==> images/layer_met3.png <==
Bar = 10 µm.
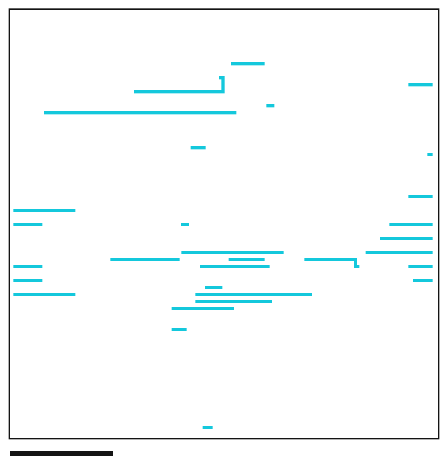
==> images/io_placement.png <==
Pins as bars across the die edge, other pins in gray.
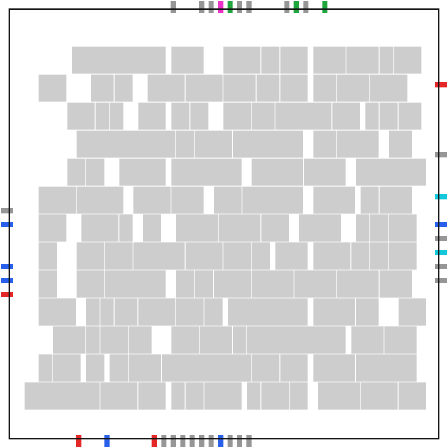
==> images/clk_routes.png <==
Bar = 10 µm.
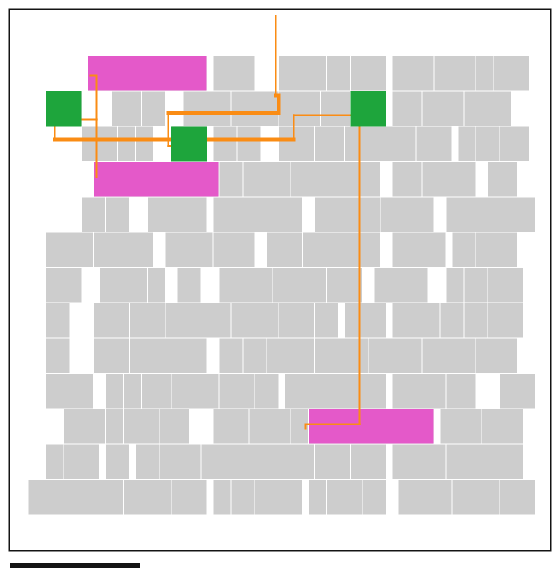
==> images/congestion.png <==
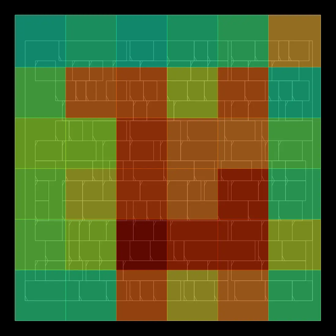
`config.mk`:
```
export PLATFORM = sky130hd
export DESIGN_NAME = multicycle_ctrl
export DESIGN_NICKNAME = d
export VERILOG_FILES = /design/src/rtl/multicycle_ctrl_pkg.sv /design/src/rtl/multicycle_ctrl_decode.sv /design/src/rtl/multicycle_ctrl.sv
export SDC_FILE = /design/constraint.sdc
export NUM_CORES = 1
export LEC_CHECK = 0
export CORE_MARGIN = 1
export CORE_UTILIZATION = 34
export CTS_CLUSTER_DIAMETER = 120
export DETAILED_ROUTE_END_ITERATION = 12
export GPL_TIMING_DRIVEN = 0
export HOLD_SLACK_MARGIN = 0.03
export PLACE_DENSITY = 0.78
export SLEW_MARGIN = 20
export SYNTH_ARGS = -nofsm -noshare
export SYNTH_HDL_FRONTEND = slang
export SYNTH_SLANG_ARGS = --single-unit
```
`constraint.sdc`:
```
create_clock -name clk -period 1.9 [get_ports clk]
set_input_delay 0.38 -clock clk [delete_from_list [all_inputs] [get_ports clk]]
set_output_delay 0.38 -clock clk [all_outputs]
set_load 0.005 [all_outputs]
```
`src/rtl/multicycle_ctrl_pkg.sv`:
```
// multicycle_ctrl_pkg
// Shared definitions for the multicycle MIPS-subset controller: the FSM
// state enum, opcode/funct constants, the select encodings driven onto the
// datapath and the one-hot instruction flag bundle produced by mc_decode.
// No ports; imported by mc_decode and multicycle_ctrl.

package multicycle_ctrl_pkg;

    typedef enum logic [2:0] {
        S_FETCH  = 3'd0,
        S_DECODE = 3'd1,
        S_EXEC   = 3'd2,
        S_MEM    = 3'd3,
        S_WB     = 3'd4
    } state_e;

    // Primary opcodes (IR[31:26])
    localparam logic [5:0] OP_RTYPE = 6'h00;
    localparam logic [5:0] OP_J     = 6'h02;
    localparam logic [5:0] OP_JAL   = 6'h03;
    localparam logic [5:0] OP_BEQ   = 6'h04;
    localparam logic [5:0] OP_ORI   = 6'h0d;
    localparam logic [5:0] OP_LUI   = 6'h0f;
    localparam logic [5:0] OP_LW    = 6'h23;
    localparam logic [5:0] OP_SW    = 6'h2b;

    // R-type function codes (IR[5:0])
    localparam logic [5:0] FN_JR    = 6'h08;
    localparam logic [5:0] FN_ADDU  = 6'h21;
    localparam logic [5:0] FN_SUBU  = 6'h23;

    // ALU operation select (zero-extended to ALUOP_W at the port)
    localparam logic [1:0] ALU_ADD  = 2'd0;
    localparam logic [1:0] ALU_SUB  = 2'd1;
    localparam logic [1:0] ALU_OR   = 2'd2;
    localparam logic [1:0] ALU_LUI  = 2'd3;

    // Next-PC source select
    localparam logic [1:0] NPC_SEQ    = 2'd0;
    localparam logic [1:0] NPC_BRANCH = 2'd1;
    localparam logic [1:0] NPC_JUMP   = 2'd2;
    localparam logic [1:0] NPC_JR     = 2'd3;

    // Register-file write address select
    localparam logic [1:0] REG_DST_RT = 2'd0;
    localparam logic [1:0] REG_DST_RD = 2'd1;
    localparam logic [1:0] REG_DST_RA = 2'd2;

    // Register-file write data select
    localparam logic [1:0] MTR_ALU = 2'd0;
    localparam logic [1:0] MTR_MEM = 2'd1;
    localparam logic [1:0] MTR_PC4 = 2'd2;

    // One-hot instruction flags; all zero means the instruction is undefined
    typedef struct packed {
        logic addu;
        logic subu;
        logic jr;
        logic ori;
        logic lw;
        logic sw;
        logic beq;
        logic lui;
        logic j;
        logic jal;
    } instr_t;

endpackage

```
`src/rtl/multicycle_ctrl_decode.sv`:
```
// mc_decode
// Purely combinational instruction decoder for multicycle_ctrl.
// Ports:
//   opcode      in  6   IR[31:26]
//   funct       in  6   IR[5:0]
//   instr       out     one-hot instruction flags (instr_t)
//   illegal_dec out 1   no supported instruction matched

module mc_decode
    import multicycle_ctrl_pkg::*;
(
    input  logic [5:0] opcode,
    input  logic [5:0] funct,
    output instr_t     instr,
    output logic       illegal_dec
);

    // funct only matters for opcode 0; every unlisted combination leaves
    // all flags clear, which is what marks the instruction as illegal.
    always_comb begin
        instr = '0;
        case (opcode)
            OP_RTYPE: begin
                case (funct)
                    FN_ADDU: instr.addu = 1'b1;
                    FN_SUBU: instr.subu = 1'b1;
                    FN_JR:   instr.jr   = 1'b1;
                    default: ;
                endcase
            end
            OP_ORI:  instr.ori = 1'b1;
            OP_LW:   instr.lw  = 1'b1;
            OP_SW:   instr.sw  = 1'b1;
            OP_BEQ:  instr.beq = 1'b1;
            OP_LUI:  instr.lui = 1'b1;
            OP_J:    instr.j   = 1'b1;
            OP_JAL:  instr.jal = 1'b1;
            default: ;
        endcase
        illegal_dec = (instr == '0);
    end

endmodule

```
`src/rtl/multicycle_ctrl.sv`:
```
// multicycle_ctrl
// FETCH/DECODE/EXEC/MEM/WB control FSM for a multicycle MIPS-subset core.
// Outputs are combinational from the current state and the instruction
// fields; the only register is the state (plus optional counters).
// Ports:
//   clk, reset_n                       clock, async active-low reset
//   opcode, funct, zero, mem_ready     instruction fields, ALU flag, mem handshake
//   pc_write, ir_write, mem_read,
//   mem_write, reg_write               datapath write strobes
//   reg_dst, mem_to_reg, alu_src_b,
//   ext_op, alu_op, npc_op             datapath selects
//   state, illegal                     current state, undefined-instruction pulse
//   cycle_cnt, instret_cnt             only with MULTICYCLE_CTRL_PERF_EN defined
// Build option: MULTICYCLE_CTRL_PERF_EN adds cycle and retired-instruction counters.

module multicycle_ctrl
    import multicycle_ctrl_pkg::*;
#(
    parameter int ALUOP_W = 4,
    parameter int CNT_W   = 32
) (
    input  logic               clk,
    input  logic               reset_n,
    input  logic [5:0]         opcode,
    input  logic [5:0]         funct,
    input  logic               zero,
    input  logic               mem_ready,
    output logic               pc_write,
    output logic               ir_write,
    output logic               mem_read,
    output logic               mem_write,
    output logic               reg_write,
    output logic [1:0]         reg_dst,
    output logic [1:0]         mem_to_reg,
    output logic               alu_src_b,
    output logic               ext_op,
    output logic [ALUOP_W-1:0] alu_op,
    output logic [1:0]         npc_op,
    output logic [2:0]         state,
    output logic               illegal
`ifdef MULTICYCLE_CTRL_PERF_EN
    ,
    output logic [CNT_W-1:0]   cycle_cnt,
    output logic [CNT_W-1:0]   instret_cnt
`endif
);

    instr_t     instr;
    logic       illegal_dec;
    state_e     state_q, state_d;

    logic       pc_write_raw, ir_write_raw, mem_read_raw, mem_write_raw;
    logic       reg_write_raw, illegal_raw;
    logic [1:0] npc_sel;
    logic [1:0] alu_sel;

    mc_decode u_decode (
        .opcode      (opcode),
        .funct       (funct),
        .instr       (instr),
        .illegal_dec (illegal_dec)
    );

    always_ff @(posedge clk or negedge reset_n) begin
        if (!reset_n) begin
            state_q <= S_FETCH;
        end else begin
            state_q <= state_d;
        end
    end

    // Next state and strobes. Anything not explicitly raised in a state
    // stays 0, and unused state codes fall through to FETCH.
    always_comb begin
        state_d       = S_FETCH;
        pc_write_raw  = 1'b0;
        ir_write_raw  = 1'b0;
        mem_read_raw  = 1'b0;
        mem_write_raw = 1'b0;
        reg_write_raw = 1'b0;
        illegal_raw   = 1'b0;
        npc_sel       = NPC_SEQ;
        case (state_q)
            S_FETCH: begin
                mem_read_raw = 1'b1;
                if (mem_ready) begin
                    ir_write_raw = 1'b1;
                    pc_write_raw = 1'b1;
                    state_d      = S_DECODE;
                end else begin
                    state_d = S_FETCH;
                end
            end
            S_DECODE: begin
                if (instr.j || instr.jal) begin
                    pc_write_raw  = 1'b1;
                    npc_sel       = NPC_JUMP;
                    reg_write_raw = instr.jal;
                end else if (instr.jr) begin
                    pc_write_raw = 1'b1;
                    npc_sel      = NPC_JR;
                end else if (illegal_dec) begin
                    illegal_raw = 1'b1;
                end else begin
                    state_d = S_EXEC;
                end
            end
            S_EXEC: begin
                if (instr.beq) begin
                    if (zero) begin
                        pc_write_raw = 1'b1;
                        npc_sel      = NPC_BRANCH;
                    end
                end else if (instr.lw || instr.sw) begin
                    state_d = S_MEM;
                end else begin
                    state_d = S_WB;
                end
            end
            S_MEM: begin
                mem_read_raw  = instr.lw;
                mem_write_raw = instr.sw;
                if (mem_ready) begin
                    state_d = instr.lw ? S_WB : S_FETCH;
                end else begin
                    state_d = S_MEM;
                end
            end
            S_WB: begin
                reg_write_raw = 1'b1;
            end
            default: ;
        endcase
    end

    // Datapath selects depend only on the instruction, so they hold steady
    // from EXEC through WB without any extra state.
    always_comb begin
        if (instr.subu || instr.beq) begin
            alu_sel = ALU_SUB;
        end else if (instr.ori) begin
            alu_sel = ALU_OR;
        end else if (instr.lui) begin
            alu_sel = ALU_LUI;
        end else begin
            alu_sel = ALU_ADD;
        end
        alu_src_b = instr.ori || instr.lui || instr.lw || instr.sw;
        ext_op    = !instr.ori;
        if (instr.jal) begin
            reg_dst    = REG_DST_RA;
            mem_to_reg = MTR_PC4;
        end else begin
            reg_dst    = (instr.addu || instr.subu) ? REG_DST_RD : REG_DST_RT;
            mem_to_reg = instr.lw ? MTR_MEM : MTR_ALU;
        end
    end

    assign alu_op = ALUOP_W'(alu_sel);
    assign npc_op = npc_sel;
    assign state  = state_q;

    // Reset forces FETCH, which would otherwise raise mem_read, so strobes
    // are gated with reset_n to drop immediately on assertion.
    assign pc_write  = pc_write_raw  & reset_n;
    assign ir_write  = ir_write_raw  & reset_n;
    assign mem_read  = mem_read_raw  & reset_n;
    assign mem_write = mem_write_raw & reset_n;
    assign reg_write = reg_write_raw & reset_n;
    assign illegal   = illegal_raw   & reset_n;

`ifdef MULTICYCLE_CTRL_PERF_EN
    logic [CNT_W-1:0] cycle_cnt_q, cycle_cnt_d;
    logic [CNT_W-1:0] instret_cnt_q, instret_cnt_d;
    logic             retire;

    // An instruction retires on the cycle its legal path returns to FETCH;
    // the illegal exit from DECODE deliberately does not count.
    always_comb begin
        retire = ((state_q == S_DECODE) && (instr.j || instr.jal || instr.jr))
              || ((state_q == S_EXEC)   && instr.beq)
              || ((state_q == S_MEM)    && instr.sw && mem_ready)
              ||  (state_q == S_WB);
        cycle_cnt_d   = cycle_cnt_q + CNT_W'(1);
        instret_cnt_d = retire ? (instret_cnt_q + CNT_W'(1)) : instret_cnt_q;
    end

    always_ff @(posedge clk or negedge reset_n) begin
        if (!reset_n) begin
            cycle_cnt_q   <= '0;
            instret_cnt_q <= '0;
        end else begin
            cycle_cnt_q   <= cycle_cnt_d;
            instret_cnt_q <= instret_cnt_d;
        end
    end

    assign cycle_cnt   = cycle_cnt_q;
    assign instret_cnt = instret_cnt_q;
`else
    // Counters are not built in this configuration.
`endif

endmodule

```
==> flow_summary_export.csv <==
group,metric,value,unit
synth,ys_types,35,
drt,vias,810,
cts,path_clk_slew,0.04,ns
grt,gr-total-overflow,0,
timing,setup_viol,5,
cells_and_area,fillers,80,
timing,rsz0062_at_grt,"yes",
cells_and_area,layout-drive-gt1-share,60.61,%
synth,logic_family,"simple AND/OR/NAND/NOR gates",
synth,ys_sh_adder,0,%
timing,worst_slack,-0.1542,ns
synth,synthAoiAreaFrac,25.12,%
synth,simple_gate_share,48.36,%
place,dp_hpwl,1220,µm
floorplanning,die_area,1730,µm²
setup_path,reg2regPathDepth,4,
cells_and_area,logic_area,535.5,µm²
floorplanning,initCoreUtil,38.55,%
synth,mux_share,0,%
synth,edf_count,0,
cts,cts_hold_buf,0,
grt,grt_pass1_vias,721,
cells_and_area,fin_nets,149,
setup_path,worstSetupPathType,"input port to output port",
outcome,violations,"setup timing",
drt,routed_wl,2562,µm
setup_path,crit_arrival,1.67,ns
drt,drtAntennaViolNets,0,
cells_and_area,lay_top_count,"buf_4",
synth,yosys_warnings,0,
outcome,run_status,"finished, violations left",
grt,met3_usage,5.652,%
grt,grt_pass1_wl,3270,µm
grt,grt_start_max_net_pins,11,
synth,synth.area.top_cells,"dfrtp_1, nand2b_1, and2_1",
setup_path,crit_required,1.52,ns
timing,finalHoldViolCount,0,
floorplanning,ios,37,
floorplanning,die.size.y,41.60,µm
setup_path,critPathCaptureType,"output port",
cells_and_area,regArea,77.57,µm²
drt,drtIter0Drc,23,
synth,top_area_cell,"dfrtp_1",
timing,finalMaxSlewViolations,0,
cells_and_area,largest_reg_flops,3,
synth,synthTopCellsByCount,"nand2b_1, nand3_1, nor3_1",
power_and_ir_drop,vdd_drop_max,0.3937,mV
## Picture notes: layer_met3.png
share of all routed wire: 5.2%
longest straight run: 18.4 µm
wire length on this layer: 134 µm

## Picture notes: io_placement.png
| color | port | pins | direction | edge |
|---|---|---|---|---|
| red | `alu_op` | 4 | output | 2 bottom, 1 left, 1 right |
| blue | `opcode` | 6 | input | 3 left, 2 bottom, 1 right |
| green | `state` | 3 | output | top |
| cyan | `npc_op` | 2 | output | right |
| magenta | `clk` | 1 | input | top |

## Picture notes: clk_routes.png
[green] clock drivers | count: 3
[magenta] flip-flops | count: 3
[orange] clock wires | length: 86.9 µm
routed clock nets: 4

## Picture notes: congestion.png
GRT Util Overall: 24.57%
DR WL/cell: 17.43 µm
final core occ: 85.43%

==> critical path: stages <==
cell	delay (ns)
buf_12	0.12
nand3b_1	0.25
nor3_2	0.25
buf_4	0.15
nand3_1	0.09
a21oi_1	0.19
dlygate4sd2_1	0.25
==> area by class of cell <==
| class | instances | share of cell area (%) |
|---|---|---|
| buffer | 6 | 4.979 |
| timing repair buffer | 56 | 38.03 |
| multi-input combinational | 59 | 45.34 |
| clock buffer | 4 | 2.225 |
| tap | 15 | 1.589 |
| sequential | 3 | 6.568 |
| inverter | 4 | 1.271 |
==> where the power goes <==
group / leakage, nW / internal (mW) / switching [mW]
Clock: 0.0150 / 0.0790 / 0.0385
Combinational: 0.515 / 0.0905 / 0.0835
Sequential: 0.0370 / 0.0675 / 0.00352
Total: 0.567 / 0.237 / 0.126
Power figures rest on the tool's default switching activity, not on a simulated workload.
